### config.mk
export PLATFORM = sky130hd
export DESIGN_NAME = pll_reset_ctrl
export DESIGN_NICKNAME = d
export VERILOG_FILES = /design/src/rtl/pll_reset_ctrl.sv
export SDC_FILE = /design/constraint.sdc
export NUM_CORES = 1
export LEC_CHECK = 0
export ABC_AREA = 1
export CORE_ASPECT_RATIO = 0.75
export CORE_MARGIN = 2
export CORE_UTILIZATION = 51
export CTS_CLUSTER_DIAMETER = 60
export DETAILED_ROUTE_END_ITERATION = 8
export HOLD_SLACK_MARGIN = 0.1
export PLACE_DENSITY_LB_ADDON = 0.05
export SLEW_MARGIN = 20
export SYNTH_ARGS = -nofsm -noshare
export SYNTH_HDL_FRONTEND = slang
export SYNTH_SLANG_ARGS = --single-unit
### constraint.sdc
create_clock -name clkin_50M -period 1.5 [get_ports clkin_50M]
set_input_delay 0.225 -clock clkin_50M [delete_from_list [all_inputs] [get_ports clkin_50M]]
set_output_delay 0.225 -clock clkin_50M [all_outputs]
set_load 0.01 [all_outputs]
### src/rtl/pll_reset_ctrl.sv
// Clock-wizard bring-up sequencer: pulses pll_reset, waits for a stable lock, then
// releases the write-side reset and, GAP cycles later, the read-side reset.
module pll_reset_ctrl #(
  parameter int PLL_RST_CYCLES = 16,
  parameter int LOCK_TIMEOUT   = 4096,
  parameter int MAX_RETRY      = 3,
  parameter int REL_DLY        = 200,
  parameter int GAP            = 8
) (
  input  logic       clkin_50M,
  input  logic       reset_n,
  input  logic       locked,
  input  logic       soft_req,
  output logic       pll_reset,
  output logic       reset_1,
  output logic       reset_2,
  output logic       ready,
  output logic       error,
  output logic [1:0] retry_cnt,
  output logic [7:0] lost_cnt
);

  localparam logic [2:0] PLL_RST   = 3'd0;
  localparam logic [2:0] WAIT_LOCK = 3'd1;
  localparam logic [2:0] STABLE    = 3'd2;
  localparam logic [2:0] REL_1     = 3'd3;
  localparam logic [2:0] REL_2     = 3'd4;
  localparam logic [2:0] RUN       = 3'd5;
  localparam logic [2:0] FAULT     = 3'd6;

  localparam int CMAX_A = (PLL_RST_CYCLES > LOCK_TIMEOUT) ? PLL_RST_CYCLES : LOCK_TIMEOUT;
  localparam int CMAX_B = (REL_DLY > GAP) ? REL_DLY : GAP;
  localparam int CMAX   = (CMAX_A > CMAX_B) ? CMAX_A : CMAX_B;
  localparam int CNT_W  = $clog2(CMAX + 1);

  logic [2:0]       state;
  logic [CNT_W-1:0] cnt;
  logic             lock_p0;
  logic             lock_s;

  function automatic logic [7:0] sat_inc8(input logic [7:0] v);
    return (v == 8'hFF) ? v : v + 8'd1;
  endfunction

  // Stage p0 -> lock_s: two-flop synchroniser for the asynchronous lock status
  always_ff @(posedge clkin_50M or negedge reset_n) begin
    if (!reset_n) begin
      lock_p0 <= 1'b0;
      lock_s  <= 1'b0;
    end else begin
      lock_p0 <= locked;
      lock_s  <= lock_p0;
    end
  end

  always_ff @(posedge clkin_50M or negedge reset_n) begin
    if (!reset_n) begin
      state     <= PLL_RST;
      cnt       <= '0;
      pll_reset <= 1'b1;
      reset_1   <= 1'b1;
      reset_2   <= 1'b1;
      ready     <= 1'b0;
      error     <= 1'b0;
      retry_cnt <= 2'd0;
      lost_cnt  <= 8'd0;
    end else begin
      case (state)
        PLL_RST: begin
          if (cnt == CNT_W'(PLL_RST_CYCLES - 1)) begin
            state     <= WAIT_LOCK;
            cnt       <= '0;
            pll_reset <= 1'b0;
          end else begin
            cnt <= cnt + 1'b1;
          end
        end
        WAIT_LOCK: begin
          if (lock_s) begin
            state <= STABLE;
            cnt   <= CNT_W'(1);
          end else if (cnt == CNT_W'(LOCK_TIMEOUT - 1)) begin
            retry_cnt <= retry_cnt + 2'd1;
            cnt       <= '0;
            if (retry_cnt + 2'd1 == 2'(MAX_RETRY)) begin
              state <= FAULT;
              error <= 1'b1;
            end else begin
              state     <= PLL_RST;
              pll_reset <= 1'b1;
            end
          end else begin
            cnt <= cnt + 1'b1;
          end
        end
        STABLE: begin
          // cnt already includes the lock_s cycle that brought us here
          if (!lock_s) begin
            state <= WAIT_LOCK;
            cnt   <= '0;
          end else if (cnt == CNT_W'(REL_DLY - 1)) begin
            state <= REL_1;
            cnt   <= '0;
          end else begin
            cnt <= cnt + 1'b1;
          end
        end
        REL_1: begin
          reset_1 <= 1'b0;
          if (cnt == CNT_W'(GAP - 1)) begin
            state <= REL_2;
            cnt   <= '0;
          end else begin
            cnt <= cnt + 1'b1;
          end
        end
        REL_2: begin
          state     <= RUN;
          reset_2   <= 1'b0;
          ready     <= 1'b1;
          retry_cnt <= 2'd0;
        end
        RUN: begin
          if (!lock_s || soft_req) begin
            if (!lock_s)
              lost_cnt <= sat_inc8(lost_cnt);
            state     <= PLL_RST;
            cnt       <= '0;
            pll_reset <= 1'b1;
            reset_1   <= 1'b1;
            reset_2   <= 1'b1;
            ready     <= 1'b0;
          end
        end
        FAULT: begin
          if (soft_req) begin
            state     <= PLL_RST;
            cnt       <= '0;
            pll_reset <= 1'b1;
            error     <= 1'b0;
            retry_cnt <= 2'd0;
          end
        end
        default: begin
          state     <= PLL_RST;
          cnt       <= '0;
          pll_reset <= 1'b1;
          reset_1   <= 1'b1;
          reset_2   <= 1'b1;
          ready     <= 1'b0;
          error     <= 1'b0;
        end
      endcase
    end
  end

endmodule

Figure 1. The metal 1 layer.
The bar under the picture is 20 um long. Cells faint in the background.
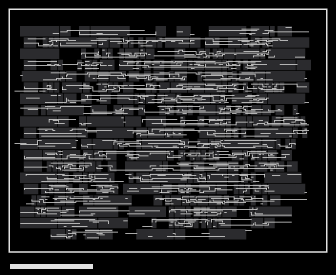
nets with wire on the layer: 321
wire length on this layer: 2600 um
main direction: horizontal
longest straight run: 25.3 um
share of all routed wire: 49%
met1 capacity usage during global routing: 0.320
Via Count: 1976
Post-Route WL: 5270 um

Figure 2. Signal wires on met2.
Cells faint in the background.
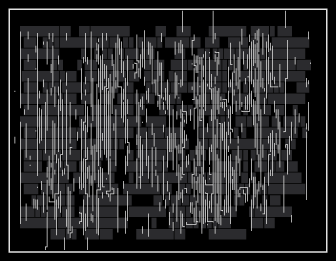
main direction: vertical
longest straight run: 34.3 um
nets with wire on the layer: 300
share of all routed wire: 45%
global-route met2 utilization: 0.378

Figure 3. The metal 3 layer.
The bar under the picture is 20 um long. Cells faint in the background.
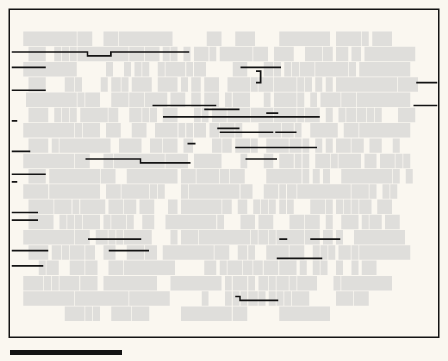
longest straight run: 27.6 um
main direction: horizontal
wire length on this layer: 233 um
nets with wire on the layer: 27
share of all routed wire: 4.4%

Figure 4. Register map, names as in the netlist.
Other sequential cells in the stronger gray, the rest of the logic in the fainter gray.
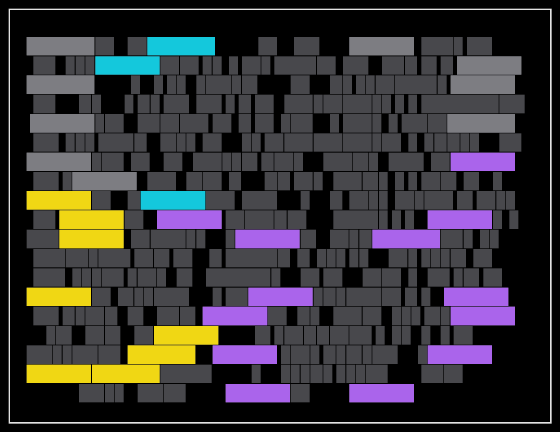
| color | netlist name | placed flops |
|---|---|---|
| purple | cnt | 13 |
| cyan | state | 3 |
| yellow | lost_cnt | 8 |
not colored: 9
flip-flop and latch share of the layout cell area: 0.289
Seq group: 1.34 mW
register area: 835 um2
Final Util: 0.780

Figure 5. Cell outlines without signal wires.
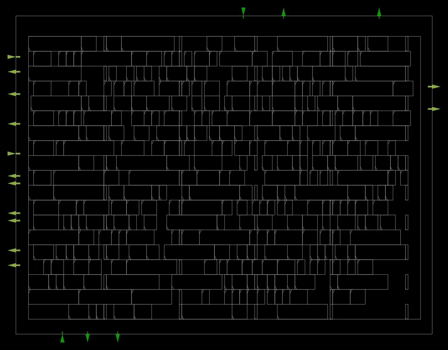
# rows: 19
flip-flop and latch count: 33
final std cells w/o fill: 391
total number of tap cells: 52

-- synthesized netlist by cell type, types with 4 or more instances --
cell	instances	share of area
inv_1	28	0.053
nor2_2	4	0.013
nand4_1	8	0.025
o21ai_0	11	0.028
nor2_4	6	0.034
nor3_1	6	0.015
dfrtp_1	30	0.38
nor2_1	34	0.064
nand2_1	75	0.14
xor2_1	10	0.044
nand3_1	13	0.033
-- layout make-up --
| cell class | count | share of cell area |
|---|---|---|
| repair buffers | 71 | 0.206 |
| multi-input cells | 196 | 0.401 |
| clock inverters | 2 | 0.0130 |
| well taps | 52 | 0.0225 |
| clock buffers | 6 | 0.0286 |
| inverters | 31 | 0.0402 |
| flip-flops and latches | 33 | 0.289 |
-- stage by stage --
stage / utilization / worst slack, ns / instances
after detailed placement: 0.700 / -0.155 / 373
after global placement: 0.700 / -0.132 / 373
after global routing: 0.780 / -0.242 / 391
after floorplan: - / -0.0205 / 260
after CTS: 0.738 / -0.113 / 382
final: 0.780 / -0.164 / 391
-- cells by family after synthesis --
family                     share of synthesized area
and+or+nand+nor                                0.387
buffers and inverters                         0.0621
xor gates and xnor gates                      0.0527
DFF                                            0.416
AOI/OAI and AO/OA                             0.0628
adders and majority gates                     0.0188
-- power by group --
group / internal, mW / switching [mW] / total, mW
clock network: 0.540 / 0.351 / 0.891
registers: 1.14 / 0.203 / 1.34
logic: 1.14 / 1.42 / 2.56
-- registers in the layout, summed over array words and instances (netlist names), 2 cells and up --
name,flops
retry_cnt,2
state,3
lost_cnt,8
cnt,13
-- critical path: cells and delay by family (launching register included) --
kind / cells / cell delay (ns)
AND/OR/NAND/NOR: 5 / 0.60
buffers and inverters: 2 / 0.20
AND-OR/OR-AND: 2 / 0.19
adder cells (fa/ha/maj): 1 / 0.20
flip-flops: 1 / 0.40
==> out/summary.rpt <==
WORST SETUP PATH
----------------------------------------------------------------------------------------
Number of cells on the worst reg-to-reg path                                          10
Worst path max stage delay                                                       0.40 ns
Register-to-register setup slack                                                -0.16 ns
Crit Path Class                                                               reg -> reg
Type of element launching the critical path                                     register
Maximum fanout along the worst path                                                    4
Ordered list of cells on the worst path                                     ha_4 -> nand2_4 -> nor2_4 -> inv_2 -> nor2_4 -> a21oi_4 -> nor2_4 -> nand2_4 -> buf_4 -> o21ai_2
Worst Path Arrival                                                               1.89 ns
Worst setup path endpoint                                                   state[2]$_DFFE_PN0P_
Worst Setup End Kind                                                            register
Crit path top cell by count                                                       nor2_4

GLOBAL ROUTE
----------------------------------------------------------------------------------------
Global routing usage on met3                                                      0.0732
Busiest metal layer after global routing                                            met2
Global-route wire length before repair                                           8100 um

FLOORPLANNING
----------------------------------------------------------------------------------------
Floorplan die height                                                             58.1 um
I/O pin cnt                                                                           19
Floorplan Utilization                                                              0.537
Die Wd                                                                           76.2 um

DRT
----------------------------------------------------------------------------------------
Number of detailed-route iterations in the first pass                                  4
Number of remaining DRC errors                                                         0
Drt first-iter violations                                                            122
Met3 WL                                                                           232 um
Met1 WL                                                                          2600 um
Antenna Violating Nets Remaining                                                       0
Via/cell ratio                                                                      5.05
Routed wirelength normalized by instance count                                   13.5 um

LAYOUT
----------------------------------------------------------------------------------------
Combinational gate area                                                      0.00116 mm2
Syn-to-layout area delta                                                           45.1%
Diode count                                                                            0
Share of layout cells above drive strength 1                                       0.336
Final Net Count                                                                      345
Area of all placed cells without fillers                                     0.00289 mm2

FINAL TIMING
----------------------------------------------------------------------------------------
Worst hold slack                                                                0.306 ns
Transition time at the pin with the least slew margin                           0.349 ns
Normalized max-slew margin                                                         0.767
Post-layout period usage of the worst path                                          1.11
Shortest clock period the worst path allows after layout                         1.66 ns
Fin Clk Skew                                                                  0.00458 ns
Worst setup margin                                                             -0.164 ns
Final tally of setup violations                                                       19
Setup repair after global routing missed its margin                                  yes
Final Hold Violating Endpoints                                                         0
Max Fclk                                                                       0.601 GHz

WORST HOLD PATH
----------------------------------------------------------------------------------------
Hold Path Class                                                              in -> async

POWER AND IR DROP
----------------------------------------------------------------------------------------
Pwr/cell area                                                                1660 mW/mm2
Leak Pwr                                                                         1.46 nW
Largest vdd supply drop                                                          1410 uV
Power Total                                                                      4.80 mW

PLACED DESIGN
----------------------------------------------------------------------------------------
Total half-perimeter wirelength after legalization and detailed placement        3390 um
Final weighted congestion in routability-driven placement                          0.820
Number of port buffers                                                                18
Area after DPL                                                               0.00260 mm2

CLOCK TREE
----------------------------------------------------------------------------------------
Clock latency at the later pin of the worst-skew pair                            0.29 ns
Root buf cell                                                                   clkbuf_8
Buffers inserted by post-CTS timing repair                                             1
Clock tree from TritonCTS                                                           done
Number of hold buffers added after CTS                                                 0
Total CTS buffers                                                                      5

YOSYS
----------------------------------------------------------------------------------------
Cell variety after synth                                                              28
Mean instance size in the synthesized netlist                                   7.67 um2
Post-synth area from yosys stat                                              0.00199 mm2
Post-Syn Area                                                                0.00199 mm2
Syn Nets                                                                             267
Number of instances in the synthesized netlist                                       260

JOB
----------------------------------------------------------------------------------------
Number of warnings the tools reported                                                 29

STATUS
----------------------------------------------------------------------------------------
Run status                                                                  complete, but fails checks
Violated checks                                                             setup timing

Power figures rest on the tool's default switching activity, not on a simulated workload.
